File: config.mk
export PLATFORM = sky130hd
export DESIGN_NAME = ctrl_sequencer
export DESIGN_NICKNAME = d
export VERILOG_FILES = /design/src/rtl/ctrl_seq_pkg.sv /design/src/rtl/reg_sel_decoder.sv /design/src/rtl/ctrl_sequencer.sv
export SDC_FILE = /design/constraint.sdc
export NUM_CORES = 1
export LEC_CHECK = 0
export CAP_MARGIN = 40
export CORE_UTILIZATION = 34
export DETAILED_ROUTE_END_ITERATION = 6
export GPL_ROUTABILITY_DRIVEN = 1
export PLACE_DENSITY = 0.93
export SLEW_MARGIN = 20
export SYNTH_ARGS = -nofsm -noshare
export SYNTH_HDL_FRONTEND = slang
export SYNTH_SLANG_ARGS = --single-unit
File: constraint.sdc
create_clock -name clk -period 14.7 [get_ports clk]
set_input_delay 4.41 -clock clk [delete_from_list [all_inputs] [get_ports clk]]
set_output_delay 4.41 -clock clk [all_outputs]
set_load 0.005 [all_outputs]
File: src/rtl/ctrl_seq_pkg.sv
// Shared types, IR field positions and opcode classification for the control sequencer.
package ctrl_seq_pkg;

  typedef enum logic [3:0] {
    IDLE, T0, T1, T2, T3, T4, T5, T6, DONE
  } state_t;

  typedef enum logic [1:0] {
    CLS_NONE, CLS_BIN, CLS_UN, CLS_MD
  } op_class_t;

  localparam int OP_MSB = 31;
  localparam int OP_LSB = 27;
  localparam int RA_MSB = 26;
  localparam int RA_LSB = 23;
  localparam int RB_MSB = 22;
  localparam int RB_LSB = 19;
  localparam int RC_MSB = 18;
  localparam int RC_LSB = 15;

  localparam logic [4:0] OP_ADD  = 5'b00011;
  localparam logic [4:0] OP_SUB  = 5'b00100;
  localparam logic [4:0] OP_AND  = 5'b00101;
  localparam logic [4:0] OP_OR   = 5'b00110;
  localparam logic [4:0] OP_ROR  = 5'b00111;
  localparam logic [4:0] OP_ROL  = 5'b01000;
  localparam logic [4:0] OP_SHR  = 5'b01001;
  localparam logic [4:0] OP_SHRA = 5'b01010;
  localparam logic [4:0] OP_SHL  = 5'b01011;
  localparam logic [4:0] OP_MUL  = 5'b01111;
  localparam logic [4:0] OP_DIV  = 5'b10000;
  localparam logic [4:0] OP_NEG  = 5'b10001;
  localparam logic [4:0] OP_NOT  = 5'b10010;

  function automatic op_class_t decode_class(input logic [4:0] op);
    op_class_t cls;
    case (op)
      OP_ADD, OP_SUB, OP_AND, OP_OR, OP_ROR,
      OP_ROL, OP_SHR, OP_SHRA, OP_SHL: cls = CLS_BIN;
      OP_NEG, OP_NOT:                  cls = CLS_UN;
      OP_MUL, OP_DIV:                  cls = CLS_MD;
      default:                         cls = CLS_NONE;
    endcase
    return cls;
  endfunction

endpackage

File: src/rtl/reg_sel_decoder.sv
// Turns a 4-bit register index plus enable into a one-hot register select bus.
module reg_sel_decoder #(
  parameter int NREG = 16
) (
  input  logic [3:0]      idx,
  input  logic            en,
  output logic [NREG-1:0] onehot
);

  always_comb begin
    onehot = '0;
    if (en && (int'(idx) < NREG))
      onehot[idx] = 1'b1;
  end

endmodule

File: src/rtl/ctrl_sequencer.sv
// Hardwired T0..T6 control sequencer for one ALU instruction on the bus datapath.
// Optional macro ILLEGAL_TRAP_EN: trap unsupported opcodes with a sticky illegal flag.
module ctrl_sequencer
  import ctrl_seq_pkg::*;
#(
  parameter int NREG = 16,
  parameter int OPW  = 5
) (
  input  logic            clk,
  input  logic            clr,
  input  logic            start,
  input  logic            mem_ready,
  input  logic [31:0]     ir,
  output logic            busy,
  output logic            done,
  output logic            illegal,
  output logic            pc_out,
  output logic            pc_increment,
  output logic            mar_in,
  output logic            pc_in,
  output logic            read,
  output logic            mdr_in,
  output logic            mdr_out,
  output logic            ir_in,
  output logic            y_in,
  output logic            zlow_in,
  output logic            zhigh_in,
  output logic            zlow_out,
  output logic            zhigh_out,
  output logic            hi_in,
  output logic            lo_in,
  output logic [OPW-1:0]  op_code,
  output logic [NREG-1:0] r_in,
  output logic [NREG-1:0] r_out
);

  state_t    state, next_state;
  op_class_t cls;

  logic [OPW-1:0] op;
  logic [3:0]     ra, rb, rc;
  logic [3:0]     ri_idx, ro_idx;
  logic           ri_en, ro_en;
  logic           unused_ir_bits;

  assign op  = ir[OP_LSB +: OPW];
  assign ra  = ir[RA_MSB:RA_LSB];
  assign rb  = ir[RB_MSB:RB_LSB];
  assign rc  = ir[RC_MSB:RC_LSB];
  assign cls = decode_class(op);
  assign unused_ir_bits = ^ir[RC_LSB-1:0];

  assign busy = (state != IDLE);
  assign done = (state == DONE);

  always_ff @(posedge clk) begin
    if (!clr)
      state <= IDLE;
    else
      state <= next_state;
  end

`ifdef ILLEGAL_TRAP_EN
  logic illegal_q;

  always_ff @(posedge clk) begin
    if (!clr)
      illegal_q <= 1'b0;
    else if (state == T3 && cls == CLS_NONE)
      illegal_q <= 1'b1;
  end

  assign illegal = illegal_q;
`else
  assign illegal = 1'b0;
`endif

  // Unsupported opcodes leave T3 straight for DONE with no strobes in either build.
  always_comb begin
    next_state   = state;
    pc_out       = 1'b0;
    pc_increment = 1'b0;
    mar_in       = 1'b0;
    pc_in        = 1'b0;
    read         = 1'b0;
    mdr_in       = 1'b0;
    mdr_out      = 1'b0;
    ir_in        = 1'b0;
    y_in         = 1'b0;
    zlow_in      = 1'b0;
    zhigh_in     = 1'b0;
    zlow_out     = 1'b0;
    zhigh_out    = 1'b0;
    hi_in        = 1'b0;
    lo_in        = 1'b0;
    op_code      = '0;
    ri_en        = 1'b0;
    ri_idx       = '0;
    ro_en        = 1'b0;
    ro_idx       = '0;

    case (state)
      IDLE: if (start) next_state = T0;
      T0: begin
        pc_out       = 1'b1;
        pc_increment = 1'b1;
        mar_in       = 1'b1;
        zlow_in      = 1'b1;
        zhigh_in     = 1'b1;
        next_state   = T1;
      end
      T1: begin
        zlow_out = 1'b1;
        pc_in    = 1'b1;
        read     = 1'b1;
        mdr_in   = 1'b1;
        if (mem_ready) next_state = T2;
      end
      T2: begin
        mdr_out    = 1'b1;
        ir_in      = 1'b1;
        next_state = T3;
      end
      T3: begin
        case (cls)
          CLS_BIN: begin
            ro_en = 1'b1; ro_idx = rb; y_in = 1'b1;
            next_state = T4;
          end
          CLS_MD: begin
            ro_en = 1'b1; ro_idx = ra; y_in = 1'b1;
            next_state = T4;
          end
          CLS_UN: begin
            ro_en = 1'b1; ro_idx = rb; op_code = op;
            zlow_in = 1'b1; zhigh_in = 1'b1;
            next_state = T5;
          end
          default: next_state = DONE;
        endcase
      end
      T4: begin
        next_state = T5;
        case (cls)
          CLS_BIN: begin
            ro_en = 1'b1; ro_idx = rc; op_code = op;
            zlow_in = 1'b1; zhigh_in = 1'b1;
          end
          CLS_MD: begin
            ro_en = 1'b1; ro_idx = rb; op_code = op;
            zlow_in = 1'b1; zhigh_in = 1'b1;
          end
          default: next_state = DONE;
        endcase
      end
      T5: begin
        next_state = DONE;
        case (cls)
          CLS_BIN, CLS_UN: begin
            zlow_out = 1'b1; ri_en = 1'b1; ri_idx = ra;
          end
          CLS_MD: begin
            zlow_out = 1'b1; lo_in = 1'b1;
            next_state = T6;
          end
          default: ;
        endcase
      end
      T6: begin
        zhigh_out  = 1'b1;
        hi_in      = 1'b1;
        next_state = DONE;
      end
      DONE:    next_state = IDLE;
      default: next_state = IDLE;
    endcase
  end

  reg_sel_decoder #(.NREG(NREG)) u_rin_dec (
    .idx    (ri_idx),
    .en     (ri_en),
    .onehot (r_in)
  );

  reg_sel_decoder #(.NREG(NREG)) u_rout_dec (
    .idx    (ro_idx),
    .en     (ro_en),
    .onehot (r_out)
  );

endmodule

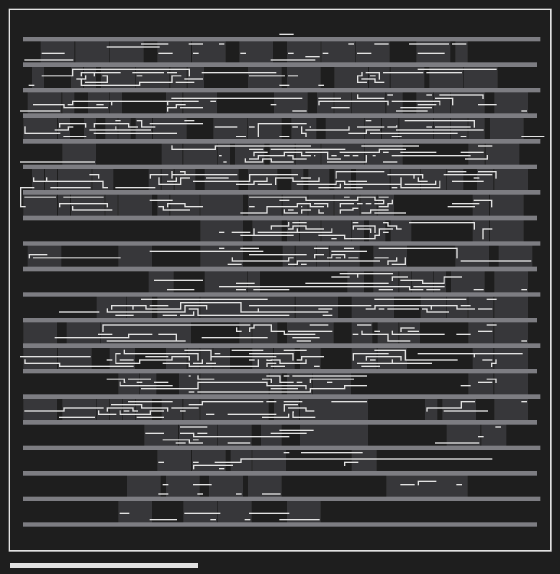
m1.png
The bar under the picture is 20 um long. Supply wires on this layer in gray.
The layer holds 44% of the routed length. The layer carries 1430 um of wire.
met1 Usage GRT: 24.6%
vias: 1335
Routed WL: 3.24 mm

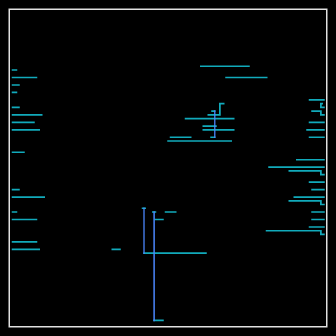
layers.png
Only two layers are drawn.
Key: cyan = M3 [wire length 189 um]; blue = M4 [wire length 32.6 um]

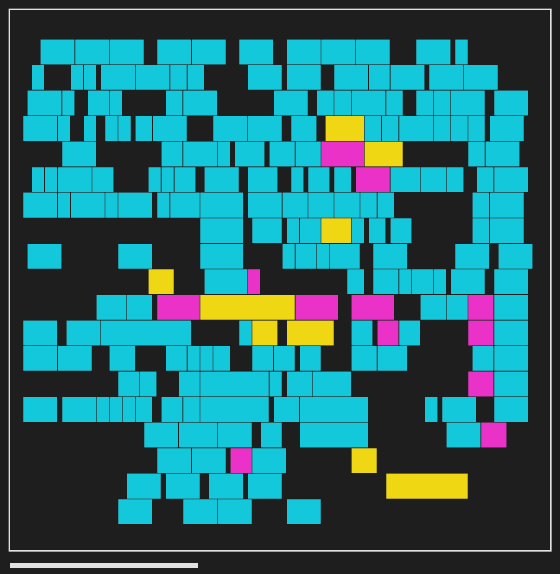
sizing.png
The bar under the picture is 20 um long.
Key: cyan = x1 and smaller [cells 191, share 90%, most used clkdlybuf4s50_1]; magenta = x2 [cells 12, share 5.7%, most used and2_2]; yellow = x3 and x4 [cells 9, share 4.2%, most used clkbuf_4]
area growth from synthesis to layout: 69.1%
Final WS setup: 2.61 ns
Non-clk bufs: 74

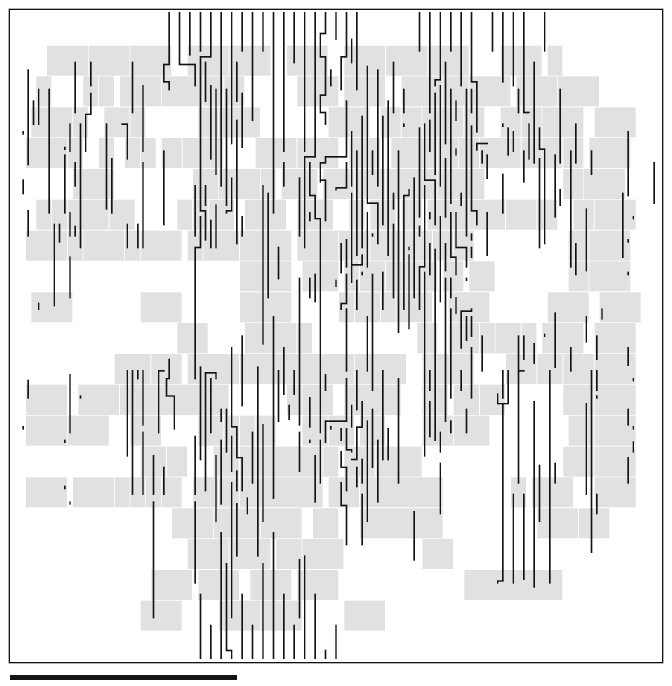
m2.png
The bar under the picture is 20 um long.
The layer carries 1600 um of wire. The wires run mostly vertical. 207 nets have wire on it. The layer holds 49% of the routed length.

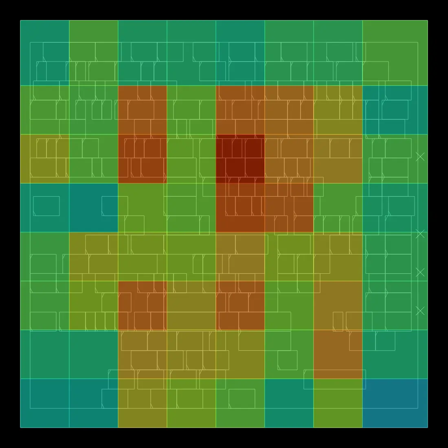
congestion_map.png
met2 Use GR: 31.9%
Total GRT Usage: 19.0%

==> Slide: Implementation Results <==
Run Summary

Final layout
  • Max FFs per register: 4
  • Layout filler cell count: 235
  • Clk cell area share: 1.27%
  • Register area: 80.1 sq um
  • Flop Count: 4
  • Biggest regs: state: 4 flops
  • Final nets: 254

Run status
  • Status: complete, but fails checks
  • Violated checks: DRC

Power and ir drop
  • Comb power: 27.6 uW
  • Clock power frac: 25.6%
  • P_seq: 13.8 uW
  • Peak VDD IR: 0.0000220 V
  • Power per Cell Area: 31.4 mW/mm^2
  • Switching share of power: 34.7%
  • Sequential fraction of design power: 24.8%
  • Clock group power: 14.2 uW
  • Cell Int Power: 36.3 uW
  • Psw: 19.3 uW
  • Combinational power share: 49.7%

Final timing
  • Final hold violation count: 0
  • Hold slack: 0.712 ns
  • Final period util: 82.3%
  • Final Setup Violations: 0
  • Setup TNS: 0 ns

Floorplanning
  • DIE WIDTH: 57.5 um
  • Initial core utilization: 37.0%
  • Row cnt: 19
  • Core ar.: 0.00283 sq mm
  • Tap cells: 31

Synth
  • Aoi/oai-family share of the synthesized area: 24.7%
  • Ys async rst share: 0%
  • Mux area share: 2.51%
  • Synthesized-area fraction occupied by adder cells: 4.78%
  • Comb area leader: simple AND/OR/NAND/NOR gates
  • Yosys warning tally: 0
  • Register share after synthesis: 7.65%

Clocking
  • CTS H-tree depth: 1
  • Maximum clock path buffer count: 2
  • Cts hold-fix bufs: 0
  • Post-CTS Setup Inserts: 0
  • Clock Sinks: 4
  • Latency at later pin: 0.24 ns

Global routing
  • Largest net degree at the start of global routing: 16
  • GRT busiest layer: met2
  • Vias in the first global route: 1140
  • Initial antenna violation count: 0

Critical path
  • Arr. time, crit path: 7.68 ns
  • Worst r2r src: state[2]
  • Startpoint types: primary input
  • CP bufs+invs: 2
  • CP Capture Point: r_out[12]
  • Crit path max fanout: 7

Route
  • Met2 WL: 1.60 mm
  • Initial DRC Count: 49
  • # DRC: 4

Placed design
  • Detail Placement HPWL: 2.54 mm
  • Placed insts: 240
  • Port Buffer Count: 74

Worst hold path
  • Hold depth: 2

Run
  • Max-cap violations: 0
Power and IR drop assume default switching activity.
